**src/rtl/uart_tx_sched_if.sv**
```systemverilog
// Requester/transmitter bundle for uart_tx_sched; FRAME_CNT is present only
// when UART_TX_SCHED_STATS_EN is defined.
interface uart_tx_sched_if #(
  parameter int DATA_WIDTH = 8,
  parameter int NUM_REQ    = 4
);
  localparam int GW = $clog2(NUM_REQ);

  logic [NUM_REQ-1:0]            REQ_VALID;
  logic [NUM_REQ*DATA_WIDTH-1:0] REQ_DATA;
  logic [NUM_REQ-1:0]            REQ_READY;
  logic                          TX_EN;
  logic [DATA_WIDTH-1:0]         TX_DATA;
  logic                          TX_DONE;
  logic                          BUSY;
  logic [GW-1:0]                 GRANT_ID;
`ifdef UART_TX_SCHED_STATS_EN
  logic [NUM_REQ*16-1:0]         FRAME_CNT;

  modport master (
    output REQ_VALID, REQ_DATA, TX_DONE,
    input  REQ_READY, TX_EN, TX_DATA, BUSY, GRANT_ID, FRAME_CNT
  );
  modport slave (
    input  REQ_VALID, REQ_DATA, TX_DONE,
    output REQ_READY, TX_EN, TX_DATA, BUSY, GRANT_ID, FRAME_CNT
  );
`else
  modport master (
    output REQ_VALID, REQ_DATA, TX_DONE,
    input  REQ_READY, TX_EN, TX_DATA, BUSY, GRANT_ID
  );
  modport slave (
    input  REQ_VALID, REQ_DATA, TX_DONE,
    output REQ_READY, TX_EN, TX_DATA, BUSY, GRANT_ID
  );
`endif
endinterface

```
**src/rtl/uart_tx_sched.sv**
```systemverilog
// Round-robin scheduler of NUM_REQ requesters onto one UART transmitter: grant 1 clk after REQ_VALID,
// TX_EN held until TX_DONE, then GAP_CYCLES idle; optional per-port frame counters via UART_TX_SCHED_STATS_EN.
module uart_tx_sched #(
  parameter int DATA_WIDTH = 8,
  parameter int NUM_REQ    = 4,
  parameter int GAP_CYCLES = 16
) (
  input  logic            CLK100MHZ,
  input  logic            RESET,
  uart_tx_sched_if.slave  io_bus
);
  localparam int GW = $clog2(NUM_REQ);
  localparam int CW = (GAP_CYCLES > 0) ? $clog2(GAP_CYCLES + 1) : 1;

  typedef enum logic [1:0] {
    IDLE = 2'd0,
    SEND = 2'd1,
    GAP  = 2'd2
  } state_t;

  state_t                r_state;
  state_t                w_state_nxt;
  logic                  r_tx_en;
  logic                  w_tx_en_nxt;
  logic [DATA_WIDTH-1:0] r_tx_data;
  logic [DATA_WIDTH-1:0] w_tx_data_nxt;
  logic [NUM_REQ-1:0]    r_ready;
  logic [NUM_REQ-1:0]    w_ready_nxt;
  logic [GW-1:0]         r_grant;
  logic [GW-1:0]         w_grant_nxt;
  logic [GW-1:0]         r_last;
  logic [GW-1:0]         w_last_nxt;
  logic [CW-1:0]         r_gap;
  logic [CW-1:0]         w_gap_nxt;
  logic [GW:0]           w_pick;
  logic [GW-1:0]         w_win;

  // Scan from the farthest port down to last+1 so the nearest valid port is the final assignment.
  function automatic logic [GW:0] rr_pick(input logic [NUM_REQ-1:0] vld,
                                          input logic [GW-1:0]      last);
    logic [GW:0] res;
    int          idx;
    res = '0;
    for (int k = NUM_REQ; k >= 1; k--) begin
      idx = (int'(last) + k) % NUM_REQ;
      if (vld[idx]) begin
        res = {1'b1, GW'(idx)};
      end
    end
    return res;
  endfunction

  assign w_pick = rr_pick(io_bus.REQ_VALID, r_last);
  assign w_win  = w_pick[GW-1:0];

  always_ff @(posedge CLK100MHZ or posedge RESET) begin
    if (RESET) begin
      r_state   <= IDLE;
      r_tx_en   <= 1'b0;
      r_tx_data <= '0;
      r_ready   <= '0;
      r_grant   <= '0;
      r_last    <= GW'(NUM_REQ - 1);
      r_gap     <= '0;
    end else begin
      r_state   <= w_state_nxt;
      r_tx_en   <= w_tx_en_nxt;
      r_tx_data <= w_tx_data_nxt;
      r_ready   <= w_ready_nxt;
      r_grant   <= w_grant_nxt;
      r_last    <= w_last_nxt;
      r_gap     <= w_gap_nxt;
    end
  end

  always_comb begin
    w_state_nxt   = r_state;
    w_tx_en_nxt   = r_tx_en;
    w_tx_data_nxt = r_tx_data;
    w_ready_nxt   = '0;
    w_grant_nxt   = r_grant;
    w_last_nxt    = r_last;
    w_gap_nxt     = r_gap;
    case (r_state)
      IDLE: begin
        if (w_pick[GW]) begin
          w_state_nxt        = SEND;
          w_tx_en_nxt        = 1'b1;
          w_tx_data_nxt      = io_bus.REQ_DATA[int'(w_win)*DATA_WIDTH +: DATA_WIDTH];
          w_ready_nxt[w_win] = 1'b1;
          w_grant_nxt        = w_win;
          w_last_nxt         = w_win;
        end
      end
      SEND: begin
        if (io_bus.TX_DONE) begin
          w_state_nxt = GAP;
          w_tx_en_nxt = 1'b0;
          w_gap_nxt   = CW'(GAP_CYCLES);
        end
      end
      GAP: begin
        // Leave on the edge where the counter reaches zero; a zero load still spends one cycle here.
        w_gap_nxt = (r_gap == '0) ? '0 : r_gap - CW'(1);
        if (r_gap <= CW'(1)) begin
          w_state_nxt = IDLE;
        end
      end
      default: begin
        w_state_nxt = IDLE;
        w_tx_en_nxt = 1'b0;
      end
    endcase
  end

  assign io_bus.TX_EN     = r_tx_en;
  assign io_bus.TX_DATA   = r_tx_data;
  assign io_bus.REQ_READY = r_ready;
  assign io_bus.GRANT_ID  = r_grant;
  assign io_bus.BUSY      = (r_state != IDLE);

`ifdef UART_TX_SCHED_STATS_EN
  logic [NUM_REQ-1:0][15:0] r_frame_cnt;
  logic                     w_cnt_inc;

  assign w_cnt_inc = (r_state == SEND) && io_bus.TX_DONE;

  // Counters wrap naturally at 16 bits.
  always_ff @(posedge CLK100MHZ or posedge RESET) begin
    if (RESET) begin
      r_frame_cnt <= '0;
    end else if (w_cnt_inc) begin
      r_frame_cnt[r_grant] <= r_frame_cnt[r_grant] + 16'd1;
    end
  end

  assign io_bus.FRAME_CNT = r_frame_cnt;
`endif
endmodule

```
**src/flat_wrapper.sv**
```systemverilog
// flat-port wrapper written by rule: the top's interface ports become plain ports
module uart_tx_sched_flat 
#(
  parameter int DATA_WIDTH = 8,
  parameter int NUM_REQ    = 4,
  parameter int GAP_CYCLES = 16
)
  (CLK100MHZ, RESET, io_bus_REQ_VALID, io_bus_REQ_DATA, io_bus_TX_DONE, io_bus_REQ_READY, io_bus_TX_EN, io_bus_TX_DATA, io_bus_BUSY, io_bus_GRANT_ID);
  uart_tx_sched_if #(.DATA_WIDTH(DATA_WIDTH), .NUM_REQ(NUM_REQ)) io_bus_i ();
  input  logic CLK100MHZ;
  input  logic RESET;
  input wire logic [$bits(io_bus_i.REQ_VALID)-1:0] io_bus_REQ_VALID;
  input wire logic [$bits(io_bus_i.REQ_DATA)-1:0] io_bus_REQ_DATA;
  input wire logic [$bits(io_bus_i.TX_DONE)-1:0] io_bus_TX_DONE;
  output wire logic [$bits(io_bus_i.REQ_READY)-1:0] io_bus_REQ_READY;
  output wire logic [$bits(io_bus_i.TX_EN)-1:0] io_bus_TX_EN;
  output wire logic [$bits(io_bus_i.TX_DATA)-1:0] io_bus_TX_DATA;
  output wire logic [$bits(io_bus_i.BUSY)-1:0] io_bus_BUSY;
  output wire logic [$bits(io_bus_i.GRANT_ID)-1:0] io_bus_GRANT_ID;
  assign io_bus_i.REQ_VALID = io_bus_REQ_VALID;
  assign io_bus_i.REQ_DATA = io_bus_REQ_DATA;
  assign io_bus_i.TX_DONE = io_bus_TX_DONE;
  assign io_bus_REQ_READY = io_bus_i.REQ_READY;
  assign io_bus_TX_EN = io_bus_i.TX_EN;
  assign io_bus_TX_DATA = io_bus_i.TX_DATA;
  assign io_bus_BUSY = io_bus_i.BUSY;
  assign io_bus_GRANT_ID = io_bus_i.GRANT_ID;
  uart_tx_sched #(.DATA_WIDTH(DATA_WIDTH), .NUM_REQ(NUM_REQ), .GAP_CYCLES(GAP_CYCLES)) u_core (.CLK100MHZ(CLK100MHZ), .RESET(RESET), .io_bus(io_bus_i));
endmodule
```
**config.mk**
```make
export PLATFORM = sky130hd
export DESIGN_NAME = uart_tx_sched_flat
export DESIGN_NICKNAME = d
export VERILOG_FILES = /design/src/rtl/uart_tx_sched_if.sv /design/src/rtl/uart_tx_sched.sv /design/src/flat_wrapper.sv
export SDC_FILE = /design/constraint.sdc
export NUM_CORES = 1
export LEC_CHECK = 0
export CAP_MARGIN = 20
export CORE_MARGIN = 2
export CORE_UTILIZATION = 30
export DETAILED_ROUTE_END_ITERATION = 6
export PLACE_DENSITY_LB_ADDON = 0.3
export SYNTH_ARGS = -nofsm -noshare
export SYNTH_HDL_FRONTEND = slang
export SYNTH_SLANG_ARGS = --single-unit
```
**constraint.sdc**
```tcl
create_clock -name CLK100MHZ -period 1.8 [get_ports CLK100MHZ]
set_clock_uncertainty 0.1 [all_clocks]
set_input_delay 0.27 -clock CLK100MHZ [delete_from_list [all_inputs] [get_ports CLK100MHZ]]
set_output_delay 0.27 -clock CLK100MHZ [all_outputs]
set_load 0.02 [all_outputs]
```
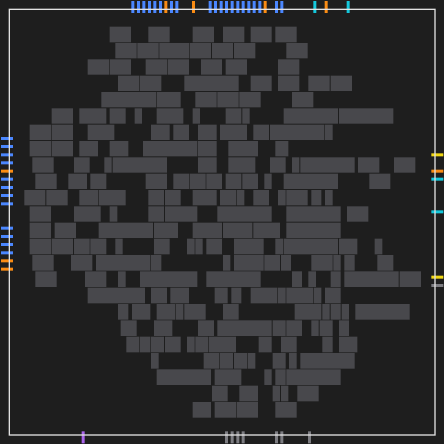
run_1/pins.png
Scale: 6 px per um. Pins as bars across the die edge, other pins in grey.
port	colour	pins	direction	edge
io_bus_REQ_READY	cyan	4	output	2 top, 2 right
io_bus_GRANT_ID	yellow	2	output	right
io_bus_TX_DATA	orange	8	output	4 top, 3 left, 1 right
CLK100MHZ	purple	1	input	bottom
io_bus_REQ_DATA	blue	32	input	20 top, 12 left

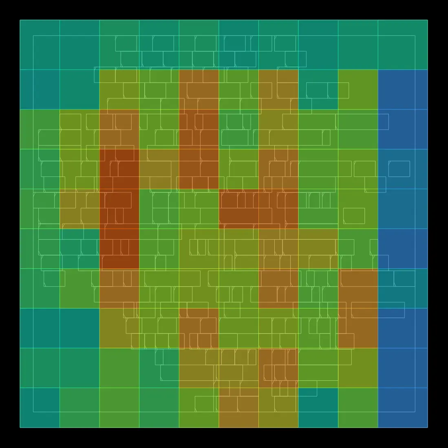
run_1/final_congestion.png
DR WL/cell: 13.29 um
GR peak layer: met2

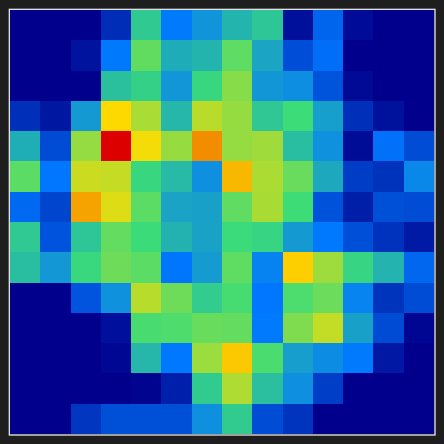
run_1/wire_density.png
Scale: 6 px per um. The die is cut into 14 by 14 equal tiles; dark blue is low, red is high, scaled to the fullest tile. Values are wire area over tile area, all layers added.
tiles over half the peak	25%
fullest tile	0.36
emptiest ninth of the die	lower left
mean over tiles	0.11
nearly empty tiles	21%

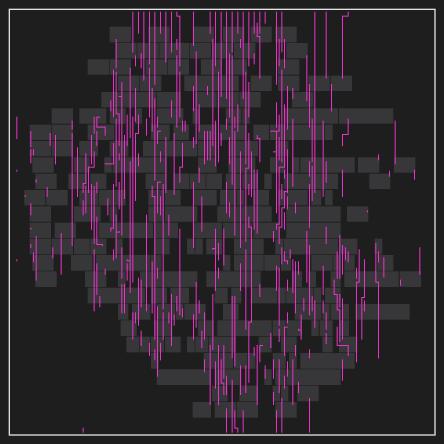
run_1/met2.png
Scale: 6 px per um.
wire length on this layer	1,780 um
nets with wire on the layer	217
longest straight run	30.1 um
main direction	vertical

==> flow_summary.ini, run 1 <==
; physical design summary
[die]
rows = 24
dieArea_um2 = 5000
floorplan.core_util_pct = 30.87
pin_count = 55
chipWidth_um = 70.71
core_um2 = 4324
die_h_um = 70.71
nWellTaps = 52

[run_status]
status = finished with violations
violations = setup timing

[logic_synthesis]
yosysWarningCount = 0
ys_chip_area_um2 = 1335
yosysTopAreaCell = dfrtp_1
ys_seq_share_pct = 45.17
syn-num-nets = 179
syn_area_um2 = 1335
synth-compound-area-share_pct = 19.59
area_leaders = dfrtp_1 41%, a211oi_1 9.6%, mux2i_1 6.0%, nor2_1 5.9%, and4_1 5.2%
xor_area_share_pct = 0.6560
yosys-mux-area-fraction_pct = 5.998
top_cell_area_share_pct = 41.24
syn_avg_cell_area_um2 = 9.745
synthAdderAreaFrac_pct = 2.812
yosys_cells = 137
common_cells = 22 x dfrtp_1, 21 x nor2_1, 17 x a211oi_1
top_cell = dfrtp_1
edf_count = 0
ys_types = 36
simple_gate_share_pct = 20.81
synth_cells = 137
ys_top_logic_family = simple AND/OR/NAND/NOR gates
synthArstFlopShare_pct = 100.0
ys_ff = 24
ys.flop_type = dfrtp_1

[final_layout]
nNetsFinal = 256
largestClassByArea = combinational gates
ff_count = 24
comb-cell-share_pct = 33.26
combGateArea_um2 = 734.5
clkbuf_count = 4
synthToLayoutAreaGrowth_pct = 65.42
finalInstanceArea_um2 = 2208
lay_top_cells = 51 x clkdlybuf4s50_1, 22 x dfrtp_1, 19 x nor2_1, 19 x buf_4, 9 x a211oi_1
seq_share_pct = 27.31
nonClkBufAreaFrac_pct = 32.63
logic_gates = 101
regArea_um2 = 603.1
inverters = 8
nFillCells = 426
drive_gt1_share_pct = 22.07
final-clk-cell-share_pct = 2.493
buffers = 76
layout_top_cell = clkdlybuf4s50_1
insertedDiodeCount = 0

[final_timing]
max_slew_margin_pct = 78.68
whs_ps = 255.2
fmaxAchievable_mhz = 542.0
maxSlewViolCount = 0
hold_viol = 0
tns_ps = -112.6
final.setup.worst_slack_ps = -44.97
tightest_slew_ps = 317.3
finalCritPeriodShare_pct = 102.5
fin_crit_ps = 1845
finalSetupViolations = 5
rsz0062_at_grt = yes

[clock_network]
path_clk_slew_ps = 90
cts_sinks = 24
cts_tree = yes
clk_latency_ps = 260
numCtsBuffers = 3
htree_levels = 1
clock-root-buffer = clkbuf_8
cts.path.max_buffers = 2

[detailed_routing]
top_layer_used = met4
met3WireLength_um = 121
wl_um = 3521
initialDrtViolationCount = 55
ant_nets = 0
dr_total_vias = 1280
first_pass_iters = 2
via_per_inst = 4.830
wl_met1_um = 1594
dr_wl_met2_um = 1778
drcViolationCount = 0

[place]
portBuffers = 54
dpl_cell_area_um2 = 2047
gp_congestion = 0.7295
hpwlAfterDp_um = 2684

[run]
warnings = 31
cap_viol_max_count = 0

[global_routing]
gr-total-overflow = 0
use_met2_pct = 24.92
antenna_found_initial = 0
met3_usage_pct = 2.707
grt_pass1_wl_um = 5947
grt_use_met1_pct = 18.48
grtUsageTotal_pct = 14.51
grt_pass1_vias = 1316
grt_max_degree = 25

[worst_setup_path]
end_kind = register
critPathRequiredTime_ps = 1840
start_kind = register
setup.worst_path.start = u_core.r_last[0]
crit_fanout = 4
arrival_ps = 1890
r2r-start = u_core.r_last[0]
critical_path_class = reg2reg

[pwr]
ir_worst_vdd_v = 0.0006285
p_clk_share_pct = 11.3
power.switching_mw = 1.307
power_frac_seq_pct = 29.1
powerDensity_nw_per_um2 = 1488
p_leak_nw = 0.9448
p_sw_share_pct = 39.75
combPwrFrac_pct = 59.6
p_int_mw = 1.980

[min_path]
hp-class = in2async
run 1: flip-flops by register name, summed over array words and instances (netlist names):
signal and count:
u_core.io_bus.TX_EN 1, u_core.io_bus.REQ_READY 4, u_core.r_last 2, u_core.io_bus.TX_DATA 8, u_core.r_gap 5, u_core.r_state 2
u_core.io_bus.GRANT_ID 2
run 1: metrics by stage:
| stage | worst slack [ps] | instances | util, % | total power, mW |
|---|---|---|---|---|
| finish | -44.97 | 265 | 51.07 | 3.287 |
| global route | -136.0 | 265 | 51.07 | 3.522 |
| CTS | -10.64 | 262 | 49.48 | 3.199 |
| detailed placement | -412.3 | 258 | 47.34 | 2.770 |
| global placement | -357.2 | 258 | 47.34 | 2.744 |
| floorplan | -5.433 | 137 | - | 1.989 |
run 1: power groups by stage:
stage | Clock (mW) | Combinational, mW | Sequential [mW]
detailed placement | 0 | 1.80 | 0.967
CTS | 0.374 | 1.87 | 0.958
finish | 0.372 | 1.96 | 0.955
global placement | 0 | 1.78 | 0.969
floorplan | 0 | 0.860 | 1.13
global route | 0.398 | 2.14 | 0.986
run 1: final timing paths:
kind,endpoint,slack (ps),cells after the start
min in group CLK100MHZ,u_core.r_gap[4],420,2
min,u_core.r_gap[3],260,3
min reg2reg,u_core.r_gap[4],420,2
max,u_core.io_bus.TX_DATA[7],-40,7
max in group asynchronous,u_core.r_last[0],1060,3
max reg2reg,u_core.io_bus.TX_DATA[7],-40,7
run 1: repair_timing:
action / in CTS / in global routing
gates resized: 10 / 12
pin swaps: 1 / 4
gates cloned: 0 / 0
hold buffers: 0 / 0
setup endpoints to repair: 9 / 8
setup buffers: 0 / 3
run 1: critical path, stage by stage (launching register included):
cell and delay (ps):
dfstp_2 570, and2b_1 190, o21ai_2 160, buf_4 140, nand3_2 90, buf_4 180, a211oi_2 230, a211oi_1 70
run_1/met3.png
Scale: 6 px per um.
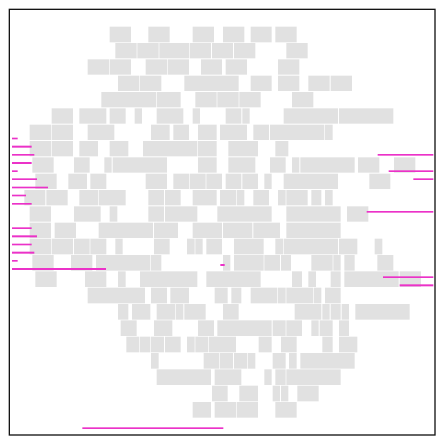

==> run 1 -> run 2 <==
--- a/config.mk
+++ b/config.mk
@@ -9,7 +9,9 @@
 export CORE_MARGIN = 2
 export CORE_UTILIZATION = 30
 export DETAILED_ROUTE_END_ITERATION = 6
+export GPL_TIMING_DRIVEN = 0
 export PLACE_DENSITY_LB_ADDON = 0.3
 export SYNTH_ARGS = -nofsm -noshare
 export SYNTH_HDL_FRONTEND = slang
 export SYNTH_SLANG_ARGS = --single-unit
+export TNS_END_PERCENT = 100
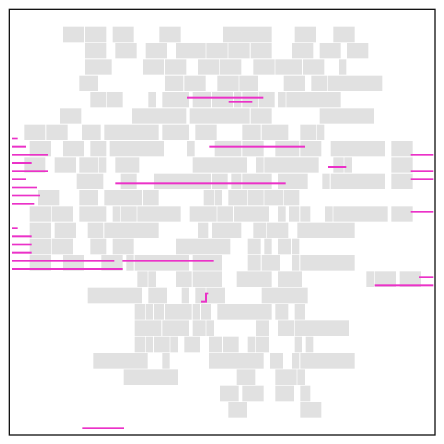
run_2/met3.png
Scale: 6 px per um.
longest straight run	28.1 um
main direction	horizontal
share of all routed wire	5.1%
nets with wire on the layer	28
vias: 1,300
met3 Usage GRT: 2.422%
Post-Route WL: 3695 um

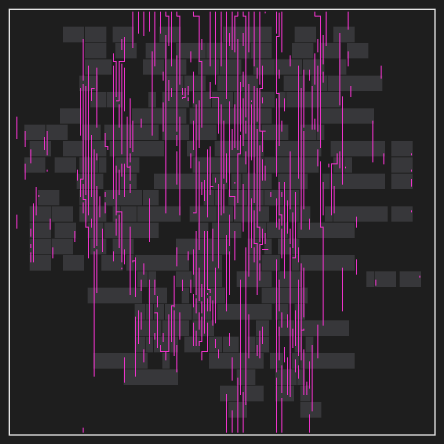
run_2/met2.png
Scale: 6 px per um.
longest straight run	32.0 um
wire length on this layer	1,920 um

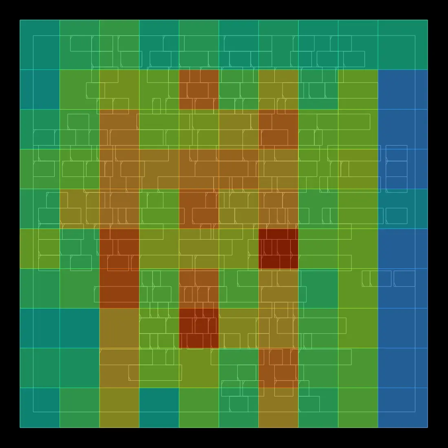
run_2/final_congestion.png
DR WL/cell: 14.49 um
met2 Resource Use GR: 24.40%
gr usage total: 14.60%
Final Core Density: 51.01%
met1 Use GR: 19.53%

==> run 2 against run 1 <==
Effect of this change:
- the run still ends with setup timing left
- synthesized area unchanged
- largest power group unchanged
- via count increased by 1.6%
- setup slack lost 35 ps
- sequential share of layout area about the same
- first-iteration DRC count shrank 44%
- design area is 0.11% lower
- utilization fell by 0.058 points
- critical path depth is 1 lower
- sequential cell count unchanged
- cell count shrank 3.8%
- non-clock buffer count down 10
- combinational power is essentially flat
- largest cell class unchanged
==> flow_summary.ini, run 2 <==
; physical design summary
[final_layout]
lay_top_cells = 50 x clkdlybuf4s50_1, 22 x dfrtp_1, 19 x nor2_1, 9 x a211oi_2
comb-cell-share_pct = 35.90
regArea_um2 = 603.1
synthToLayoutAreaGrowth_pct = 65.23
nNetsFinal = 246
clkbuf_count = 4
final-clk-cell-share_pct = 2.496
insertedDiodeCount = 0
buffers = 66
layout_top_cell = clkdlybuf4s50_1
largestClassByArea = combinational gates
ff_count = 24
seq_share_pct = 27.34
largest_register_ffs = 8
inverters = 8

[place]
portBuffers = 54
place_ws_ps = -704.1

[worst_setup_path]
worst-path-buf-inv = 1
slowest_stage = dfstp_2
r2r-end = u_core.io_bus.TX_DATA[6]
arrival_ps = 1920
r2r-start = u_core.r_last[0]
end_kind = register
max_stage_delay_ps = 570
crit_path_end = u_core.io_bus.TX_DATA[6]
setup.worst_path.start = u_core.r_last[0]
path_cells = and2b_1 > o21ai_4 > and3_4 > buf_12 > mux2i_2 > a211oi_2
start_kind = register

[detailed_routing]
initialDrtViolationCount = 31
via_per_inst = 5.098

[clock_network]
cts_sinks = 24
htree_levels = 1
cts_tree = yes

[final_timing]
final.setup.worst_slack_ps = -80.32
tns_ps = -372.3
maxSlewViolCount = 0
fin_crit_ps = 1880
whs_ps = 404.3
finalCritPeriodShare_pct = 104.5
finalSetupViolations = 8
fmaxAchievable_mhz = 531.8

[die]
core_um2 = 4324
pin_count = 55
chipWidth_um = 70.71
die_h_um = 70.71

[logic_synthesis]
ys_top_logic_family = simple AND/OR/NAND/NOR gates
edf_count = 0
ys_seq_share_pct = 45.17
ys_chip_area_um2 = 1335
area_leaders = dfrtp_1 41%, a211oi_1 9.6%, mux2i_1 6.0%, nor2_1 5.9%, and4_1 5.2%
synthArstFlopShare_pct = 100.0
synthAdderAreaFrac_pct = 2.812
yosysWarningCount = 0
synth_cells = 137
syn_area_um2 = 1335
top_cell_area_share_pct = 41.24
yosys-mux-area-fraction_pct = 5.998
xor_area_share_pct = 0.6560

[run_status]
status = finished with violations
violations = setup timing

[pwr]
powerDensity_nw_per_um2 = 1506
power.switching_mw = 1.356
combPwrFrac_pct = 59.9
power_frac_seq_pct = 29.2
ir_worst_vdd_v = 0.0006484
p_sw_share_pct = 40.82

[global_routing]
antenna_found_initial = 0
gr-total-overflow = 0
grt_pass1_wl_um = 5871

[run]
cap_viol_max_count = 0
-- run 2: routing by layer --
metal,track usage [%],share of wire (%)
met4,4.193,0.73
met5,0,0
met3,2.422,5.1
met2,24.40,52
met1,19.53,42
-- run 2: power groups by stage --
stage               Sequential, mW  Clock, mW  Combinational [mW]
floorplan                     1.13          0               0.860
global placement             0.968          0                1.63
detailed placement           0.973          0                1.65
CTS                          0.968      0.371                1.92
global route                  1.01      0.397                2.14
finish                       0.970      0.362                1.99
-- run 2: what timing repair did --
| item | 4_1_cts | 5_1_grt |
|---|---|---|
| hold buffers | 0 | 0 |
| endpoints found under the setup margin | 16 | 8 |
| buffers inserted | 7 | 0 |
| cloned | 2 | 0 |
| pin swaps | 10 | 7 |
| resized | 27 | 8 |
-- run 2: how the worst min path moves through the flow --
| stage | start | end | depth (start not counted) |
|---|---|---|---|
| after floorplan | RESET | u_core.io_bus.GRANT_ID[0] | 1 |
| after global placement | u_core.r_gap[4] | u_core.r_gap[4] | 2 |
| after detailed placement | u_core.r_state[1] | u_core.r_state[0] | 1 |
| after CTS | u_core.r_state[1] | u_core.r_state[0] | 1 |
| after global routing | u_core.r_last[1] | u_core.r_last[1] | 2 |
| final | RESET | u_core.io_bus.GRANT_ID[1] | 2 |
-- run 2: worst register-to-register path: stages (launching register included) --
cell	delay, ps
dfstp_2	570
and2b_1	210
o21ai_4	170
and3_4	270
buf_12	140
mux2i_2	230
a211oi_2	90
-- run 2: cells by family after synthesis --
kind of cell | Yosys count
AND/OR/NAND/NOR | 51
flip-flops | 24
AND-OR/OR-AND | 38
XOR/XNOR | 1
multiplexers | 8
buffers and inverters | 12
adder cells (fa/ha/maj) | 3
No activity file was given, so power comes from the tool's default toggle rates.
